**Signal wires on met1**

Scale bar: 20 µm.
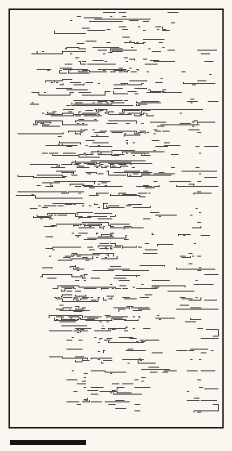
**The metal 2 layer**

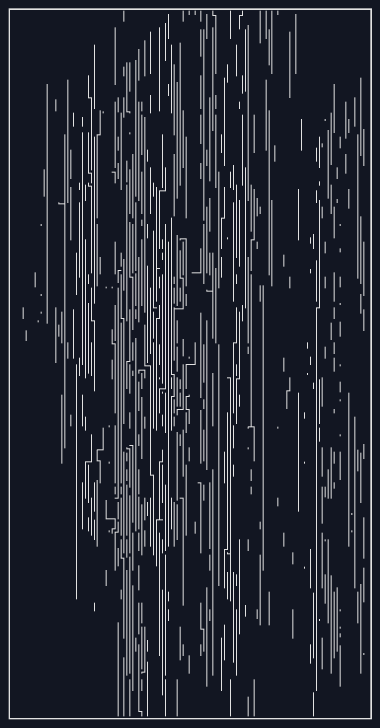
**Met3 routing**

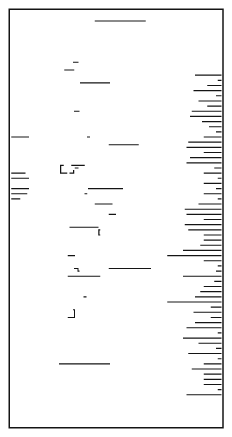
`config.mk`:
```
export PLATFORM = sky130hd
export DESIGN_NAME = spin_ctrl
export DESIGN_NICKNAME = d
export VERILOG_FILES = /design/src/rtl/spin_pkg.sv /design/src/rtl/spin_addr_map.sv /design/src/rtl/spin_ctrl.sv
export SDC_FILE = /design/constraint.sdc
export NUM_CORES = 1
export LEC_CHECK = 0
export CORE_ASPECT_RATIO = 2
export CORE_UTILIZATION = 40
export CTS_BUF_LIST = sky130_fd_sc_hd__clkbuf_4 sky130_fd_sc_hd__clkbuf_8
export CTS_CLUSTER_DIAMETER = 200
export DETAILED_ROUTE_END_ITERATION = 7
export GPL_ROUTABILITY_DRIVEN = 1
export PLACE_DENSITY = 0.84
export SYNTH_ARGS = -nofsm -noshare
export SYNTH_HDL_FRONTEND = slang
export SYNTH_HIERARCHICAL = 1
export SYNTH_SLANG_ARGS = --single-unit
export TNS_END_PERCENT = 10
```
`constraint.sdc`:
```
create_clock -name clk -period 1.7 [get_ports clk]
set_clock_uncertainty 0.05 [all_clocks]
set_input_delay 0.425 -clock clk [delete_from_list [all_inputs] [get_ports clk]]
set_output_delay 0.425 -clock clk [all_outputs]
set_load 0.02 [all_outputs]
```
`src/rtl/spin_pkg.sv`:
```
// Shared types and the rotation address helper for the ImageSpin frame sequencer.
package spin_pkg;

  typedef enum logic [1:0] {
    ST_IDLE  = 2'd0,
    ST_RUN   = 2'd1,
    ST_FLUSH = 2'd2,
    ST_DONE  = 2'd3
  } state_e;

  typedef enum logic [1:0] {
    ROT_0   = 2'd0,
    ROT_90  = 2'd1,
    ROT_180 = 2'd2,
    ROT_270 = 2'd3
  } rot_e;

  localparam int unsigned COORD_MAX = 16;

  typedef struct packed {
    logic [COORD_MAX-1:0] row;
    logic [COORD_MAX-1:0] col;
  } coord_t;

  // Coordinates are zero-extended; M-x equals ~x inside the low side_log2 bits.
  function automatic coord_t rot_addr(input logic [COORD_MAX-1:0] r,
                                      input logic [COORD_MAX-1:0] c,
                                      input rot_e                 mode,
                                      input int unsigned          side_log2);
    logic [COORD_MAX-1:0] mask;
    logic [COORD_MAX-1:0] r_inv;
    logic [COORD_MAX-1:0] c_inv;
    coord_t               res;
    mask  = (COORD_MAX'(1'b1) << side_log2) - COORD_MAX'(1'b1);
    r_inv = ~r & mask;
    c_inv = ~c & mask;
    case (mode)
      ROT_0:   res = '{row: r,     col: c};
      ROT_90:  res = '{row: c,     col: r_inv};
      ROT_180: res = '{row: r_inv, col: c_inv};
      ROT_270: res = '{row: c_inv, col: r};
      default: res = '{row: r,     col: c};
    endcase
    return res;
  endfunction

endpackage

```
`src/rtl/spin_addr_map.sv`:
```
// Combinational map from a source (row, col) and rotation mode to the destination address.
module spin_addr_map
  import spin_pkg::*;
#(
  parameter int unsigned SIDE_LOG2 = 8
) (
  input  logic [SIDE_LOG2-1:0]   row,
  input  logic [SIDE_LOG2-1:0]   col,
  input  logic [1:0]             mode,
  output logic [2*SIDE_LOG2-1:0] addr
);

  coord_t rot_s;

  // Rotate and pack the result as {row, col}.
  always_comb begin
    rot_s = rot_addr(COORD_MAX'(row), COORD_MAX'(col), rot_e'(mode), SIDE_LOG2);
    addr  = {rot_s.row[SIDE_LOG2-1:0], rot_s.col[SIDE_LOG2-1:0]};
  end

  if (SIDE_LOG2 < COORD_MAX) begin : g_pad
    logic unused_pad_s;
    assign unused_pad_s = ^{rot_s.row[COORD_MAX-1:SIDE_LOG2], rot_s.col[COORD_MAX-1:SIDE_LOG2]};
  end

endmodule

```
`src/rtl/spin_ctrl.sv`:
```
// Frame rotation sequencer: raster-reads the source SRAM and writes each pixel one
// cycle later to its rotated address in the destination SRAM.
module spin_ctrl
  import spin_pkg::*;
#(
  parameter int unsigned DATA_WIDTH = 24,
  parameter int unsigned SIDE_LOG2  = 8,
  parameter int unsigned ADDR_WIDTH = 2*SIDE_LOG2
) (
  input  logic                  clk,
  input  logic                  rst_n,
  input  logic                  start,
  input  logic [1:0]            mode,
  input  logic                  stall,
  output logic                  busy,
  output logic                  done,
  output logic [ADDR_WIDTH-1:0] src_addr,
  output logic                  src_en,
  output logic                  src_wr,
  input  logic [DATA_WIDTH-1:0] src_rdata,
  output logic [ADDR_WIDTH-1:0] dst_addr,
  output logic [DATA_WIDTH-1:0] dst_wdata,
  output logic                  dst_en,
  output logic                  dst_wr
);

  localparam logic [SIDE_LOG2-1:0] CNT_MAX = {SIDE_LOG2{1'b1}};

  state_e                state_q, state_d;
  logic [SIDE_LOG2-1:0]  row_q, row_d;
  logic [SIDE_LOG2-1:0]  col_q, col_d;
  logic [1:0]            mode_q, mode_d;
  logic                  busy_q, busy_d;
  logic                  done_q, done_d;
  logic                  dst_en_q, dst_en_d;
  logic [ADDR_WIDTH-1:0] dst_addr_q, dst_addr_d;
  logic                  src_en_s;
  logic [ADDR_WIDTH-1:0] rot_addr_s;

  spin_addr_map #(.SIDE_LOG2(SIDE_LOG2)) u_addr_map (
    .row  (row_q),
    .col  (col_q),
    .mode (mode_q),
    .addr (rot_addr_s)
  );

  // Next-state, counter and write-pipe logic.
  always_comb begin
    state_d  = state_q;
    row_d    = row_q;
    col_d    = col_q;
    mode_d   = mode_q;
    src_en_s = 1'b0;
    case (state_q)
      ST_IDLE: begin
        if (start) begin
          mode_d  = mode;
          row_d   = '0;
          col_d   = '0;
          state_d = ST_RUN;
        end else begin
          state_d = ST_IDLE;
        end
      end
      ST_RUN: begin
        if (!stall) begin
          src_en_s = 1'b1;
          if (col_q == CNT_MAX) begin
            col_d = '0;
            row_d = row_q + SIDE_LOG2'(1'b1);
            if (row_q == CNT_MAX) begin
              state_d = ST_FLUSH;
            end else begin
              state_d = ST_RUN;
            end
          end else begin
            col_d = col_q + SIDE_LOG2'(1'b1);
          end
        end else begin
          src_en_s = 1'b0;
        end
      end
      ST_FLUSH: state_d = ST_DONE;
      ST_DONE:  state_d = ST_IDLE;
      default:  state_d = ST_IDLE;
    endcase
    dst_en_d   = src_en_s;
    dst_addr_d = src_en_s ? rot_addr_s : dst_addr_q;
    busy_d     = (state_d != ST_IDLE);
    done_d     = (state_d == ST_DONE);
  end

  // State and registered outputs.
  always_ff @(posedge clk or negedge rst_n) begin
    if (!rst_n) begin
      state_q    <= ST_IDLE;
      row_q      <= '0;
      col_q      <= '0;
      mode_q     <= 2'd0;
      busy_q     <= 1'b0;
      done_q     <= 1'b0;
      dst_en_q   <= 1'b0;
      dst_addr_q <= '0;
    end else begin
      state_q    <= state_d;
      row_q      <= row_d;
      col_q      <= col_d;
      mode_q     <= mode_d;
      busy_q     <= busy_d;
      done_q     <= done_d;
      dst_en_q   <= dst_en_d;
      dst_addr_q <= dst_addr_d;
    end
  end

  // Read data arrives in the write cycle, so it is forwarded rather than registered.
  assign src_addr  = {row_q, col_q};
  assign src_en    = src_en_s;
  assign src_wr    = 1'b0;
  assign dst_addr  = dst_addr_q;
  assign dst_wdata = dst_en_q ? src_rdata : '0;
  assign dst_en    = dst_en_q;
  assign dst_wr    = dst_en_q;
  assign busy      = busy_q;
  assign done      = done_q;

endmodule
```
==> results.cfg <==
; yosys + openroad results
[synth]
largest_area_cell = dfrtp_1
synth_cells = 230
ys_area_mm2 = 0.00233
ys_seq_share_pct = 41.8
area_leaders = dfrtp_1 (42%), mux2_2 (7.7%), and2_1 (6.4%), mux2i_1 (6.4%), xnor2_1 (6.4%)
synth_top_area_share_pct = 41.8

[setup_path]
cp_cell_sequence = nand4_4 -> o21a_4 -> or4_4 -> a21oi_2
cpLargestDelayFamily = simple AND/OR/NAND/NOR gates
r2r_setup_slack_ps = 40
critPathBufInv = 0
r2r-end = row_q[5]
critPathRequiredTime_ps = 1890
cp-end-kind = register

[final_layout]
fin_util_pct = 63.0
fillers = 502
areaGrowthSynthToFinish_pct = 52.9
final_area_mm2 = 0.00357
largest_reg_flops = 16

[clock_tree]
clock_path_buffers = 2
cts_max_level = 2
cts_root_buf = clkbuf_8
clock-sinks = 39
cts-hold-fix-buffers = 0
numCtsBuffers = 5
clk_pin_slew_ps = 70

[floorplan]
core.rowCount = 39
fp.dieH_um = 110
fp_util_pct = 41.2
core_mm2 = 0.00566

[power]
total_power_mw = 4.42

[global_routing]
grt_max_degree = 40

[sta]
period_used_pct = 97.9
finalSetupViolCount = 0
fin_crit_ps = 1660

[detailed_routing]
avgViaCountPerCell = 5.27

[outcome]
status = complete, no violations

[flow_run]
drv_cap = 0
Back to the opening pictures, 'signal wires on met1':
nets with wire on the layer = 314
share of all routed wire = 33%
main direction = horizontal
wire length on this layer = 2030 µm
longest straight run = 21.2 µm

Back to the opening pictures, 'the metal 2 layer':
main direction = vertical
share of all routed wire = 56%
Via Count: 2180
grt met2 use: 40.3%
Routed WL: 6160 µm

Back to the opening pictures, 'met3 routing':
main direction = horizontal
share of all routed wire = 7.5%
longest straight run = 14.0 µm

## cell type report
| type | instances | area (µm²) | share of cell area [%] |
|---|---|---|---|
| Inverter | 6 | 22.5 | 0.631 |
| Timing Repair Buffer | 129 | 1050 | 29.4 |
| Tap cell | 61 | 76.3 | 2.14 |
| Clock buffer | 8 | 104 | 2.91 |
| Sequential cell | 39 | 980 | 27.5 |
| Multi-Input combinational cell | 171 | 1340 | 37.5 |
## placed cells by master, fill, tap and decap left out, types with 4 or more instances in the layout
cell type / Yosys / final
mux2i_1: 15 / 15
dlygate4sd2_1: 0 / 34
mux2_2: 16 / 16
nand2_1: 22 / 22
clkbuf_8: 0 / 7
nand3_1: 9 / 7
xnor2_1: 17 / 17
buf_2: 3 / 24
a21oi_1: 8 / 7
buf_4: 4 / 39
inv_1: 6 / 6
dfrtp_1: 39 / 36
nor3_1: 4 / 4
nor2_1: 6 / 6
and2_1: 24 / 24
o21ai_1: 6 / 6
clkdlybuf4s50_1: 0 / 26
## power breakdown
| group | total (mW) | switching [mW] | internal (mW) |
|---|---|---|---|
| sequential | 1.52 | 0.291 | 1.22 |
| combinational | 2.20 | 1.10 | 1.10 |
| clock | 0.707 | 0.321 | 0.386 |
## routing by layer
metal  share of wire (%)  GRT usage [%]  vias to the layer above  wire (µm)
met5                   0              0                        -          0
met4                 3.8           12.5                        0        232
met3                 7.5           5.02                       16        464
met2                  56           40.3                      101       3430
met1                  33           17.9                     1025       2030
li1                    -              -                     1038          -
## synthesized netlist by cell type, types with 4 or more instances
library cell / count
nor3_1: 4
nor2_1: 6
xnor2_1: 17
a21oi_1: 8
and2_1: 24
or4_1: 4
inv_1: 6
nand2_1: 22
mux2i_1: 15
nand3_1: 9
mux2_2: 16
buf_4: 4
dfrtp_1: 39
o21ai_1: 6
buf_6: 5
Power and IR drop assume default switching activity.
